### src/rtl/idwt_transpose_buf.sv
// rtl/idwt_transpose_buf.sv - ping-pong NxN transpose buffer between IDWT row and column passes
//
// Purpose:
//   Accepts one row word per beat from the row-IDWT stage and, once a block of
//   N rows is complete, emits the same block as N column words for the column
//   pass. Two banks let one block fill while the previous one drains.
//
// Ports:
//   clk        rising-edge clock
//   rst_n      asynchronous active-low reset
//   in_data    row word, sample j (column j) in lane j
//   in_valid   row word valid
//   in_ready   buffer can take a row this cycle
//   out_data   column word, sample r (row r) in lane r; zero when out_valid is low
//   out_valid  a column is presented
//   out_ready  downstream takes the column this cycle
//   out_last   out_valid on column N-1 of a block

module idwt_transpose_buf #(
  parameter int DW = 8,
  parameter int N  = 8
) (
  input  logic            clk,
  input  logic            rst_n,
  input  logic [N*DW-1:0] in_data,
  input  logic            in_valid,
  output logic            in_ready,
  output logic [N*DW-1:0] out_data,
  output logic            out_valid,
  input  logic            out_ready,
  output logic            out_last
);

  localparam int            AW       = (N > 1) ? $clog2(N) : 1;
  localparam logic [AW-1:0] LAST_IDX = AW'(N - 1);

  // Sample storage, indexed [bank][row][column]; contents are never reset.
  logic [DW-1:0] r_mem [2][N][N];

  logic          r_wr_bank;
  logic          r_rd_bank;
  logic [AW-1:0] r_wr_row;
  logic [AW-1:0] r_rd_col;
  logic [1:0]    r_full;

  logic          w_in_fire;
  logic          w_out_fire;
  logic          w_wr_done;
  logic          w_rd_done;
  logic [1:0]    w_full_set;
  logic [1:0]    w_full_clr;

  // in_ready depends only on registered state, so a drain finishing this cycle
  // frees the bank for writing no earlier than the next cycle.
  assign in_ready   = ~r_full[r_wr_bank];
  assign out_valid  = r_full[r_rd_bank];
  assign out_last   = out_valid & (r_rd_col == LAST_IDX);

  assign w_in_fire  = in_valid & in_ready;
  assign w_out_fire = out_valid & out_ready;
  assign w_wr_done  = w_in_fire & (r_wr_row == LAST_IDX);
  assign w_rd_done  = w_out_fire & (r_rd_col == LAST_IDX);

  // A bank being written is never full and a bank being read is always full,
  // so set and clear can never target the same bank in one cycle.
  assign w_full_set = w_wr_done ? (r_wr_bank ? 2'b10 : 2'b01) : 2'b00;
  assign w_full_clr = w_rd_done ? (r_rd_bank ? 2'b10 : 2'b01) : 2'b00;

  always_ff @(posedge clk or negedge rst_n) begin
    if (!rst_n) begin
      r_wr_bank <= 1'b0;
      r_rd_bank <= 1'b0;
      r_wr_row  <= '0;
      r_rd_col  <= '0;
      r_full    <= 2'b00;
    end else begin
      if (w_in_fire) begin
        if (w_wr_done) begin
          r_wr_row  <= '0;
          r_wr_bank <= ~r_wr_bank;
        end else begin
          r_wr_row  <= r_wr_row + AW'(1);
        end
      end
      if (w_out_fire) begin
        if (w_rd_done) begin
          r_rd_col  <= '0;
          r_rd_bank <= ~r_rd_bank;
        end else begin
          r_rd_col  <= r_rd_col + AW'(1);
        end
      end
      r_full <= (r_full | w_full_set) & ~w_full_clr;
    end
  end

  always_ff @(posedge clk) begin
    if (w_in_fire) begin
      for (int c = 0; c < N; c++) begin
        r_mem[r_wr_bank][r_wr_row][c] <= in_data[DW*c +: DW];
      end
    end
  end

  // Column read: lane r picks row r of the draining bank at the current column.
  always_comb begin
    out_data = '0;
    if (out_valid) begin
      for (int r = 0; r < N; r++) begin
        out_data[DW*r +: DW] = r_mem[r_rd_bank][r][r_rd_col];
      end
    end
  end

endmodule

### config.mk
export PLATFORM = sky130hd
export DESIGN_NAME = idwt_transpose_buf
export DESIGN_NICKNAME = d
export VERILOG_FILES = /design/src/rtl/idwt_transpose_buf.sv
export SDC_FILE = /design/constraint.sdc
export NUM_CORES = 1
export LEC_CHECK = 0
export CORE_ASPECT_RATIO = 0.6
export CORE_MARGIN = 8
export CORE_UTILIZATION = 28
export CTS_CLUSTER_SIZE = 24
export DETAILED_ROUTE_END_ITERATION = 8
export PLACE_DENSITY = 0.48
export SYNTH_ARGS = -nofsm -noshare
export SYNTH_HDL_FRONTEND = slang
export SYNTH_SLANG_ARGS = --single-unit
### constraint.sdc
create_clock -name clk -period 4.18 [get_ports clk]
set_input_delay 0.836 -clock clk [delete_from_list [all_inputs] [get_ports clk]]
set_output_delay 0.836 -clock clk [all_outputs]
set_load 0.05 [all_outputs]
==> results.py, run 1 <==
# Physical implementation metrics
metrics = {
    "run_status": {
        "status": "complete, no violations",
    },
    "synth": {
        "synthMuxAreaShare": 0.137,
        "yosys_warnings": 0,
        "synth-edff-count": 1024,
        "postSynthSeqShare": 0.735,
        "yosys.area.top_type": "edfxtp_1",
        "common_cells": "edfxtp_1, o21ai_0, mux4_2",
        "top_cells_by_area": "edfxtp_1, mux4_2, o21ai_0",
        "top_cell": "edfxtp_1",
        "ys_sh_xor": 0.000208,
        "syn_avg_cell_area_sq_um": 18.9,
        "ys_area_sq_mm": 0.0422,
        "ys_sh_aoi": 0.0901,
        "adder_share": 0.00119,
        "async_reset_ff_frac": 0.00967,
        "logic_family": "multiplexers",
        "fp_nets": 2303,
        "synth_top_area_share": 0.729,
    },
    "job": {
        "warnings": 29,
        "cap_viol_max_count": 0,
    },
    "placed_design": {
        "placed_cells": 4292,
        "numPortBuffers": 134,
        "place_hpwl_mm": 86.5,
        "dpl_cell_area_sq_mm": 0.0469,
        "routabilityCongestion": 0.759,
        "dp_slack_ns": 0.560,
    },
    "route": {
        "wl_mm": 136,
        "route.met2.wl_mm": 60.1,
        "wl_per_cell_microns": 30.3,
        "first_pass_iters": 5,
        "drcViolationCount": 0,
        "wl_met1_mm": 56.7,
        "drtAntennaViolNets": 0,
        "met3_wirelength_mm": 16.5,
        "routed.top_layer": "met4",
        "num_vias": 23600,
    },
    "sta": {
        "slew_headroom": 0.190,
        "period_minus_slack_ns": 4.08,
        "skew_ns": 0.0194,
        "grt_setup_unrepaired": "false",
        "holdWs_ns": 0.509,
        "slew_viol_final": 0,
        "tightest_slew_ns": 1.21,
        "setup_ws_ns": 0.0975,
    },
    "global_routing": {
        "overflow": 0,
        "antenna_found_initial": 40,
        "grt.busiest_layer": "met2",
        "met3_usage": 0.0778,
        "grt_pass1_wl_mm": 187,
    },
    "cells_and_area": {
        "final_core_util": 0.335,
        "drive_gt1_frac": 0.230,
        "final_cell_mix": "edfxtp_1, o21ai_0, mux4_2, a21o_1, clkbuf_16",
        "final_nets": 2457,
        "final-comb-area_sq_mm": 0.0104,
        "area_growth_pct": 18.8,
    },
    "worst_setup_path": {
        "cp_max_fo": 15,
        "rr_endpoint": "r_mem[0][11]$_DFFE_PP_",
        "cp_cell_sequence": "mux2_2 -> nor3b_4 -> buf_4 -> bufbuf_16 -> a22o_1 -> a221o_2 -> buf_12",
        "worstReg2RegStart": "r_wr_bank$_DFFE_PN0P_",
        "crit_end": "out_data[62]",
        "worst_r2r_path_depth": 4,
        "cp.depth": 7,
        "crit_path_start": "r_rd_bank$_DFFE_PN0P_",
        "cp-end-kind": "output pin",
        "max_stage_delay_ns": 0.52,
        "crit_arrival_ns": 3.25,
        "r2r_slack_ns": 1.55,
        "startpoint_type": "register",
    },
    "cts": {
        "hold_buffers": 0,
        "clock_latency_ns": 0.70,
    },
    "power": {
        "leakage_nw": 16.0,
        "irDropWorstVdd_uv": 448,
        "powerDensity_mw_per_mm2": 642,
    },
    "floorplanning": {
        "die_area_sq_mm": 0.164,
        "die_width_microns": 517,
        "ioPinCount": 135,
        "core-area_sq_mm": 0.150,
    },
    "hold_path": {
        "hold_class": "input port to asynchronous set/reset pin",
    },
}
[run 1: flip-flops by register name, indices dropped and copies added, names as in the netlist]
signal     cells
r_wr_row       3
r_rd_bank      1
r_full         2
r_rd_col       3
r_mem       1024
r_wr_bank      1
[run 1: final cells by class]
type,instances,share of cell area
sequential,1034,0.618
multi-input combinational,978,0.207
timing repair buffer,216,0.0592
tap,2016,0.0503
clock buffer,115,0.0498
clock inverter,54,0.00961
inverter,60,0.00449
antenna,27,0.00135
[run 1: where the power goes]
part           switching (mW)  total [mW]  internal (mW)
Clock                    3.95        8.60           4.64
Sequential              0.299        12.9           12.6
Combinational            6.39        10.7           4.31
Total                    10.6        32.2           21.6
### Met1 routing, run 1

Scale bar: 200 microns. Supply wires on this layer in grey.
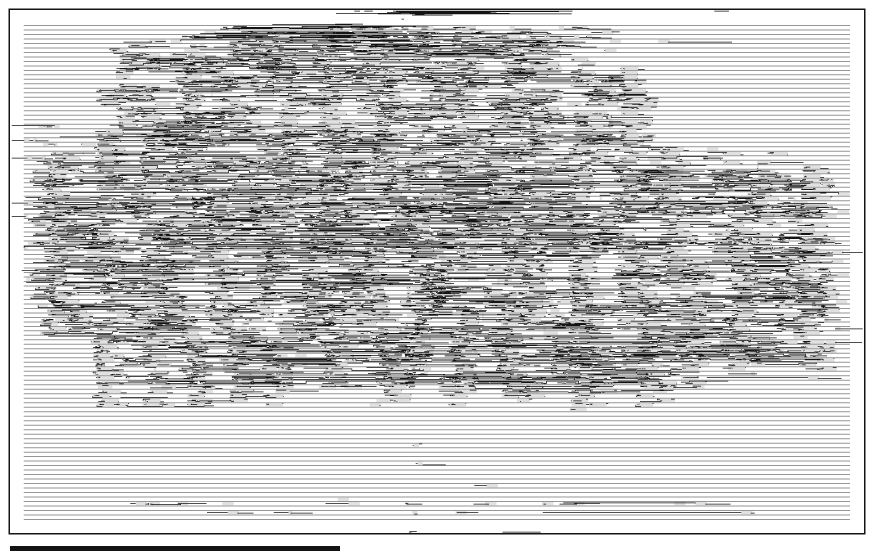
The layer holds 42% of the routed length. The longest straight run is 246 microns. 2399 nets have wire on it. The wires run mostly horizontal. The layer carries 56.7 mm of wire.

### Metal layers overlaid, run 1

Two of the layers only.
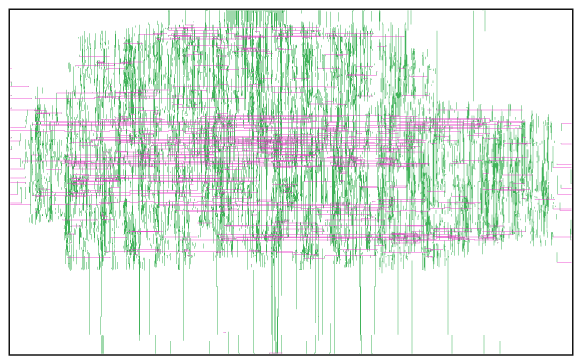
Magenta is met3, wire length 16500 microns. Green is met2, wire length 60.1 mm.

### Track usage over the die, run 1

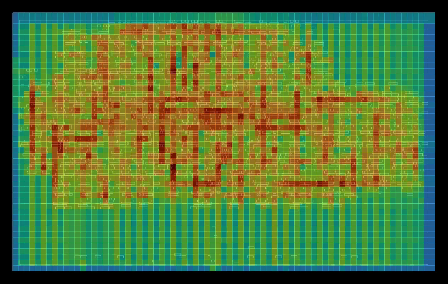
met2 GRT Util: 0.239
total track usage: 0.163
met1 Use GR: 0.216

## Run 2: what changed since run 1
--- a/config.mk
+++ b/config.mk
@@ -10,7 +10,7 @@
 export CORE_UTILIZATION = 28
 export CTS_CLUSTER_SIZE = 24
 export DETAILED_ROUTE_END_ITERATION = 8
-export PLACE_DENSITY = 0.48
+export PLACE_DENSITY = 0.47
 export SYNTH_ARGS = -nofsm -noshare
 export SYNTH_HDL_FRONTEND = slang
 export SYNTH_SLANG_ARGS = --single-unit
==> constraint.sdc (replaced) <==
create_clock -name clk -period 4.6 [get_ports clk]
set_input_delay 0.92 -clock clk [delete_from_list [all_inputs] [get_ports clk]]
set_output_delay 0.92 -clock clk [all_outputs]
set_load 0.05 [all_outputs]
### Nets reached from selected ports, run 2

Scale bar: 200 microns.
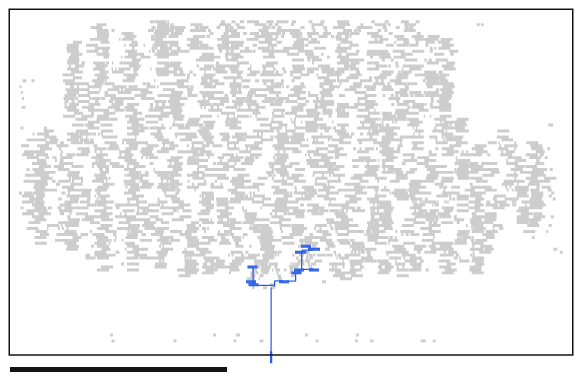
Blue is rst_n, bits 1, direction input, end cells 10, buffers 1, wire 170 microns.

### Metal layers overlaid, run 2

Two of the layers only.
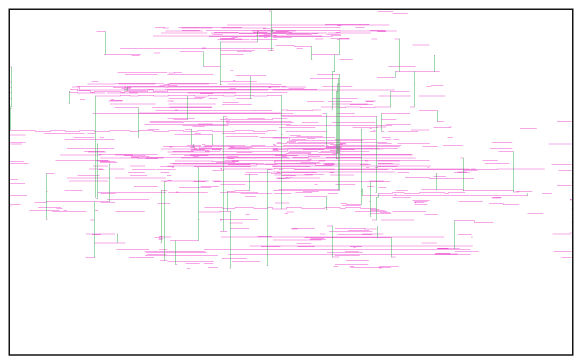
Green is met4, wire length 2120 microns. Magenta is met3, wire length 16600 microns.

==> run 2 against run 1 <==
Effect of this change:
- via count down 1.2%
- core utilization is 0.44 points lower
- setup slack better by 0.062 ns
- critical path depth decreased by 1
- design area decreased by 1.3%
- synthesized area unchanged
- sequential power down 9%
- register-to-register slack improved by 0.35 ns
- non-clock buffer count up 10
==> results.py, run 2 <==
# Physical implementation metrics
metrics = {
    "run_status": {
        "status": "complete, no violations",
    },
    "placed_design": {
        "numPortBuffers": 134,
        "routabilityCongestion": 0.759,
        "dp_slack_ns": 0.642,
        "place_hpwl_mm": 88.6,
        "placed_cells": 4308,
    },
    "cells_and_area": {
        "comb_area_frac": 0.209,
        "final_cell_mix": "edfxtp_1, o21ai_0, mux4_2, a21o_1, buf_4",
        "num_antenna_cells": 13,
        "clockNetworkAreaShare": 0.0598,
        "area_growth_pct": 17.2,
        "largest_reg_flops": 1024,
        "seq_share": 0.627,
        "final_nets": 2468,
        "largestRegisters": "r_mem x1024, r_rd_col x3, r_wr_row x3",
        "inverters": 60,
        "final-comb-area_sq_mm": 0.0104,
        "nFlopsAndLatches": 1034,
        "nClkBuffers": 118,
        "signal_buffers": 226,
        "drive_gt1_frac": 0.229,
        "logic_gates": 977,
    },
    "synth": {
        "synth-edff-count": 1024,
        "ys_sh_aoi": 0.0901,
        "synthMuxAreaShare": 0.137,
        "syn_area_sq_mm": 0.0422,
        "yosys.area.top_type": "edfxtp_1",
        "synth_top_area_share": 0.729,
        "adder_share": 0.00119,
        "async_reset_ff_frac": 0.00967,
        "postSynthSeqShare": 0.735,
        "yosys_warnings": 0,
        "logic_family": "multiplexers",
        "syn_avg_cell_area_sq_um": 18.9,
        "ys_area_sq_mm": 0.0422,
        "common_cells": "edfxtp_1, o21ai_0, mux4_2",
        "ys_sh_xor": 0.000208,
        "top_cell": "edfxtp_1",
        "ff_type": "edfxtp_1",
        "top_cells_by_area": "edfxtp_1, mux4_2, o21ai_0",
    },
    "hold_path": {
        "hold_class": "input port to asynchronous set/reset pin",
    },
    "power": {
        "powerDensity_mw_per_mm2": 569,
        "irDropWorstVdd_uv": 410,
        "p_seq_mw": 11.7,
        "p_switching_mw": 9.39,
        "leakage_nw": 15.9,
        "seqPwrFrac": 0.416,
        "p_sw_frac": 0.333,
        "combPwrFrac": 0.309,
        "powerClk_mw": 7.75,
        "p_clk_frac": 0.275,
        "power-top-group": "sequential cells",
        "p_int_mw": 18.8,
        "p_comb_mw": 8.71,
    },
    "worst_setup_path": {
        "startpoint_type": "register",
        "worst_r2r_path_depth": 5,
        "crit_end": "out_data[62]",
        "crit_arrival_ns": 3.52,
        "rr_endpoint": "r_mem[1][425]$_DFFE_PP_",
        "crit_path_start": "r_rd_bank$_DFFE_PN0P_",
        "worstReg2RegStart": "r_wr_bank$_DFFE_PN0P_",
        "cp-end-kind": "output pin",
        "r2r_slack_ns": 1.90,
    },
    "cts": {
        "clock_latency_ns": 0.71,
        "hold_buffers": 0,
        "root_buffer": "clkbuf_16",
        "h-tree-depth": 3,
    },
    "route": {
        "wl_mm": 135,
        "drtAntennaViolNets": 0,
        "num_vias": 23300,
        "first_pass_iters": 6,
        "wl_per_cell_microns": 30.0,
        "drcViolationCount": 0,
    },
    "floorplanning": {
        "tap_cells": 2016,
        "ioPinCount": 135,
        "core-area_sq_mm": 0.150,
        "die_area_sq_mm": 0.164,
    },
    "sta": {
        "grt_setup_unrepaired": "false",
        "period_minus_slack_ns": 4.44,
        "slew_headroom": 0.340,
        "holdWs_ns": 0.547,
        "slew_viol_final": 0,
        "skew_ns": 0.0335,
        "tightest_slew_ns": 0.990,
    },
    "job": {
        "warnings": 28,
        "cap_viol_max_count": 0,
    },
    "global_routing": {
        "track_usage": 0.161,
        "antenna_found_initial": 51,
        "grt_pass1_wl_mm": 185,
    },
}
run 2: cell types whose count changed in the layout (fill, tap and decap cells not counted), moves of 3 or more:
cell             previous run  this run
diode_2                    27        13
clkinvlp_4                  7         1
clkbuf_16                  97       100
buf_12                     90        33
clkinv_2                   18        25
buf_6                       2         7
buf_2                       1         5
clkinv_1                   16        21
clkdlybuf4s50_1            69        72
buf_4                      52       102
run 2: worst max-delay path, stage by stage (launching register included):
cell and delay [ns]:
dfrtp_4 0.59, mux2_2 0.35, nor3b_4 0.24, buf_12 0.38, a22o_1 0.23, a221o_1 0.16
clkdlybuf4s50_1 0.82
run 2: metal layers:
layer	vias to the layer above	track usage	routed length (microns)
li1	9622	-	-
met3	150	0.0613	16600
met1	12400	0.226	56600
met4	6	0.0302	2120
met2	1150	0.239	59900
met5	-	0	40
Power and IR drop assume default switching activity.
